Cell sizes after repair:
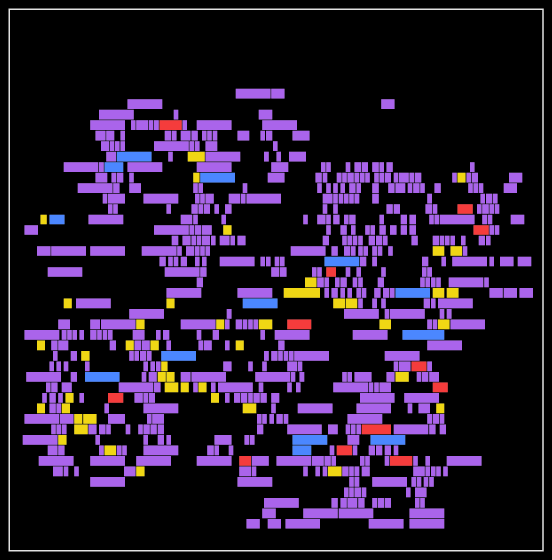
The metal 1 layer:
Cells faint in the background.
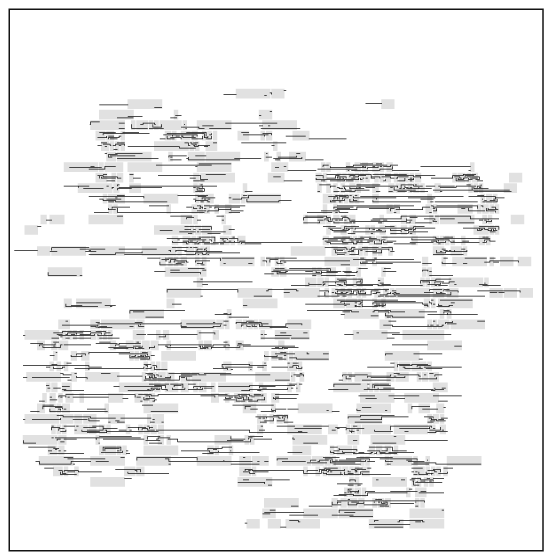
Cell density map:
Scale bar: 50 um. The die is cut into 14 by 14 equal tiles; dark blue is low, red is high, 0 to 100% covered.
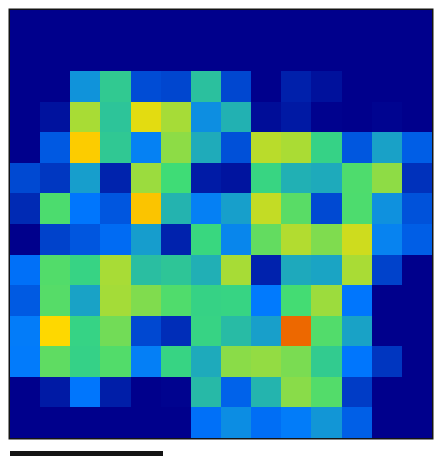
Congestion heat map:
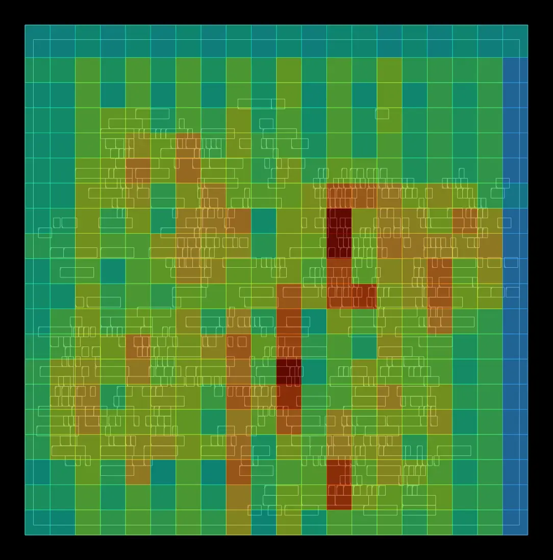
The metal 2 layer:
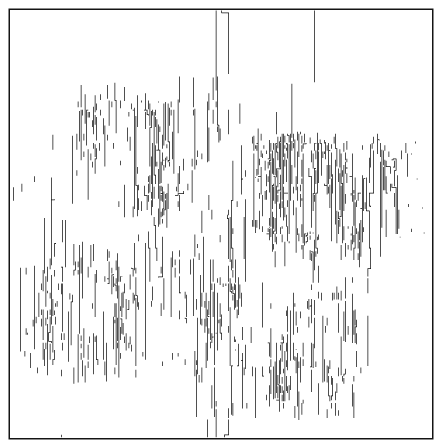
==> src/rtl/led_pattern_ctrl.sv <==
// LED bank sequencer. Two debounced buttons select the pattern mode and the step speed.
// A prescaler produces step ticks that advance a one-hot LED register.
module led_pattern_ctrl #(
  parameter int WIDTH = 8,
  parameter int CNT_W = 24,
  parameter int DB_W  = 16
) (
  input  logic             clock,
  input  logic             reset,
  input  logic             enable,
  input  logic             btn_mode,
  input  logic             btn_speed,
  output logic [WIDTH-1:0] led,
  output logic [1:0]       mode,
  output logic [1:0]       speed,
  output logic             step
);

  typedef enum logic [1:0] {
    MODE_LEFT   = 2'd0,
    MODE_RIGHT  = 2'd1,
    MODE_BOUNCE = 2'd2,
    MODE_HOLD   = 2'd3
  } mode_e;

  typedef enum logic {
    DIR_UP   = 1'b0,
    DIR_DOWN = 1'b1
  } dir_e;

  localparam logic [WIDTH-1:0] LED_LSB = WIDTH'(1);
  localparam logic [WIDTH-1:0] LED_MSB = {1'b1, {(WIDTH-1){1'b0}}};

  logic [1:0] w_btn_raw;
  logic [1:0] w_press;
  assign w_btn_raw = {btn_speed, btn_mode};

  // Index 0 is the mode button, index 1 the speed button.
  for (genvar g = 0; g < 2; g++) begin : g_btn
    logic            r_sync1;
    logic            r_sync2;
    logic            r_level;
    logic [DB_W-1:0] r_db_cnt;
    logic            w_accept;

    assign w_accept   = (r_sync2 != r_level) && (&r_db_cnt);
    assign w_press[g] = w_accept && r_sync2;

    // NOTE: sequential state uses non-blocking assignments so every register samples pre-edge values.
    always_ff @(posedge clock or posedge reset) begin
      if (reset) begin
        r_sync1  <= 1'b0;
        r_sync2  <= 1'b0;
        r_level  <= 1'b0;
        r_db_cnt <= '0;
      end else begin
        r_sync1 <= w_btn_raw[g];
        r_sync2 <= r_sync1;
        if (r_sync2 == r_level) begin
          r_db_cnt <= '0;
        end else if (w_accept) begin
          r_level  <= r_sync2;
          r_db_cnt <= '0;
        end else begin
          r_db_cnt <= r_db_cnt + DB_W'(1);
        end
      end
    end
  end

  logic             w_mode_press;
  logic             w_speed_press;
  assign w_mode_press  = w_press[0];
  assign w_speed_press = w_press[1];

  logic [WIDTH-1:0] r_led;
  mode_e            r_mode;
  logic [1:0]       r_speed;
  logic             r_step;
  dir_e             r_dir;
  logic [CNT_W-1:0] r_cnt;

  logic [CNT_W-1:0] w_mask;
  logic             w_tick;
  logic             w_onehot;
  logic [WIDTH-1:0] w_led_next;
  dir_e             w_dir_next;

  // Only the low CNT_W-2s bits must be all ones, so each speed step quarters the period.
  assign w_mask   = {CNT_W{1'b1}} >> {r_speed, 1'b0};
  assign w_tick   = enable && (&(r_cnt | ~w_mask)) && !w_speed_press;
  assign w_onehot = (r_led != '0) && ((r_led & (r_led - LED_LSB)) == '0);

  // NOTE: every always_comb output gets a default first so no path can infer a latch.
  always_comb begin
    w_led_next = r_led;
    w_dir_next = r_dir;
    if (!w_onehot) begin
      w_led_next = LED_LSB;
    end else begin
      case (r_mode)
        MODE_LEFT:  w_led_next = r_led[WIDTH-1] ? LED_LSB : (r_led << 1);
        MODE_RIGHT: w_led_next = r_led[0] ? LED_MSB : (r_led >> 1);
        MODE_BOUNCE: begin
          if (r_dir == DIR_UP) begin
            if (r_led[WIDTH-1]) begin
              w_dir_next = DIR_DOWN;
              w_led_next = r_led >> 1;
            end else begin
              w_led_next = r_led << 1;
            end
          end else begin
            if (r_led[0]) begin
              w_dir_next = DIR_UP;
              w_led_next = r_led << 1;
            end else begin
              w_led_next = r_led >> 1;
            end
          end
        end
        MODE_HOLD:  w_led_next = r_led;
      endcase
    end
  end

  always_ff @(posedge clock or posedge reset) begin
    if (reset) begin
      r_cnt <= '0;
    end else if (w_speed_press) begin
      r_cnt <= '0;
    end else if (enable) begin
      r_cnt <= r_cnt + CNT_W'(1);
    end
  end

  always_ff @(posedge clock or posedge reset) begin
    if (reset) begin
      r_led   <= LED_LSB;
      r_mode  <= MODE_LEFT;
      r_speed <= 2'd0;
      r_step  <= 1'b0;
      r_dir   <= DIR_UP;
    end else begin
      r_step <= 1'b0;
      if (w_tick) begin
        r_led  <= w_led_next;
        r_dir  <= w_dir_next;
        r_step <= (w_led_next != r_led);
      end
      // The tick above already used the pre-press mode; entering BOUNCE restarts upward.
      if (w_mode_press) begin
        r_mode <= mode_e'(r_mode + 2'd1);
        if (r_mode == MODE_RIGHT) begin
          r_dir <= DIR_UP;
        end
      end
      if (w_speed_press) begin
        r_speed <= r_speed + 2'd1;
      end
    end
  end

  assign led   = r_led;
  assign mode  = r_mode;
  assign speed = r_speed;
  assign step  = r_step;

endmodule

==> config.mk <==
export PLATFORM = sky130hd
export DESIGN_NAME = led_pattern_ctrl
export DESIGN_NICKNAME = d
export VERILOG_FILES = /design/src/rtl/led_pattern_ctrl.sv
export SDC_FILE = /design/constraint.sdc
export NUM_CORES = 1
export LEC_CHECK = 0
export ABC_AREA = 1
export CAP_MARGIN = 0
export CORE_AREA = 2 2 136 138
export CTS_CLUSTER_DIAMETER = 60
export CTS_CLUSTER_SIZE = 16
export DETAILED_ROUTE_END_ITERATION = 10
export DIE_AREA = 0 0 138 140
export PLACE_DENSITY_LB_ADDON = 0.2
export SETUP_SLACK_MARGIN = 0.3
export SLEW_MARGIN = 20
export SYNTH_ARGS = -nofsm -noshare
export SYNTH_HDL_FRONTEND = slang
export SYNTH_SLANG_ARGS = --single-unit
==> constraint.sdc <==
create_clock -name clock -period 6 [get_ports clock]
set_input_delay 1.2 -clock clock [delete_from_list [all_inputs] [get_ports clock]]
set_output_delay 1.2 -clock clock [all_outputs]
set_load 0.02 [all_outputs]
==> flow_summary_export.csv <==
group,metric,value,unit
run_status,status,"finished, final reports clean",
cts,postCtsResizedCells,0,
cts,htreeDepth,3,
cts,cts_num_sinks,76,
cts,cts_root_buf,"clkbuf_16",
floorplan,fp.dieH,140,um
place,place_area,4950,um^2
worst_setup_path,cp_top_family,"simple AND/OR/NAND/NOR gates",
worst_setup_path,endpoint,"r_cnt[21]",
synthesis,ys.flops,76,
sta,post-route-period-util,49.4,%
final_layout,fin_cells,843,
cts,cts_buffers,9,
sta,fin_ws,3.03,ns
grt,grt_pass1_wl,17800,um
drt,dr.pass1.iters,4,
sta,setup_viol,0,
cts,tritoncts,"built",
worst_setup_path,rr_endpoint,"step",
final_layout,area_growth,14.3,%
hold_path,hp-class,"flop to flop",
grt,first_global_vias,3750,
power,p_leak,0.00232,uW
final_layout,lay_top_count,"nand2_1",
drt,post_drt_wl_per_cell,12.1,um
worst_setup_path,crit_slowest_cell,"clkdlybuf4s50_1",
place,portBuffers,17,
sta,timing.fmax,337,MHz
worst_setup_path,start_kind,"primary input",
grt,grtUsageTotal,11.1,%
sta,fin_hold_ws,0.348,ns
final_layout,final_core_util,29.5,%
cts,insertion_delay,0.34,ns
place,hpwl,7160,um
final_layout,drive_gt1_share,11.4,%
hold_path,holdPathStages,0,
floorplan,num_io_pins,18,
final_layout,largest-register,"g_btn.r_db_cnt",
final_layout,largest_reg_flops,32,
final_layout,num_antenna_cells,0,
cts,cts_buffer_depth,2,
worst_setup_path,crit_type,"primary input to flop",
drt,drt_iter0_drc,277,
place,dp_slack,2.67,ns
worst_setup_path,path_max_fanout,12,
drt,vias_per_cell,4.51,
cts,postCtsSetupRepairBufs,0,
floorplan,die_w,138,um
drt,antenna_left,0,
synthesis,synth_top_area_share,40.8,%
worst_setup_path,timing.rr.start,"led[7]",
place,place_congestion,0.857,
final_layout,fin_nets,623,
cts,cts-hold-fix-buffers,0,
synthesis,ys_seq_share,41.4,%
final_layout,layout_top_cells,"140 x nand2_1, 75 x dfrtp_1, 70 x inv_1",
floorplan,fp.coreArea,17800,um^2
hold_path,min-delay-start,"g_btn[0].r_sync1",
synthesis,synth.cellmix.simpleShare,34.5,%
synthesis,ys_sh_aoi,9.52,%
synthesis,yosysWarnings,0,
synthesis,ys_cells,594,
worst_setup_path,critPathMaxStageDelay,0.71,ns
floorplan,fp-utilization,25.9,%
synthesis,xor_area_share,3.43,%
power,p_total,1220,uW
flow_run,warnings,30,
sta,relSlewSlack,48.8,%
grt,grt_max_degree,77,
worst_setup_path,ff2ff_path_depth,13,
synthesis,ys_types,42,
synthesis,synth-edff-count,0,
## Picture notes: 'cell sizes after repair'
blue -> drive 6 and up  # cells 13, share 2.1%
purple -> drive 1 or less  # cells 544, share 89%
red -> drive 3 to 4  # cells 12, share 2.0%
yellow -> drive 2  # cells 45, share 7.3%

## Picture notes: 'the metal 1 layer'
nets with wire on the layer = 577
wire length on this layer = 4,900 um
DRT Wirelength: 10,200 um
total vias in the final route: 3,800

## Picture notes: 'cell density map'
emptiest ninth of the die = top right
fullest tile = 88%
tiles over 75% full = 2.0%
nearly empty tiles = 31%

## Picture notes: 'congestion heat map'
grt met2 use: 18.2%
GR Layer Usage met3: 2.63%
GR peak layer: met2

## Picture notes: 'the metal 2 layer'
wire length on this layer = 4,750 um
nets with wire on the layer = 474
share of all routed wire = 47%

[routing by layer]
metal | vias up | routed length, um | track usage [%]
met4 | 0 | 172 | 4.14
met5 | - | 0 | 0
met2 | 73 | 4750 | 18.2
met3 | 11 | 383 | 2.63
met1 | 1766 | 4900 | 14.4
li1 | 1950 | - | -
[report_power, final]
part	total, uW	switching, uW	internal, uW
registers	564	24.9	539
clock network	562	218	344
logic	91.2	56.3	34.9
total	1220	299	917
[area by class of cell]
class | instances | area [um^2]
clock buffer | 12 | 256
clock inverter | 4 | 47.5
fill | 1893 | 12500
inverter | 74 | 284
multi-input combinational | 430 | 2290
sequential | 76 | 1900
tap | 229 | 287
timing repair buffer | 18 | 181
No activity file was given, so power comes from the tool's default toggle rates.
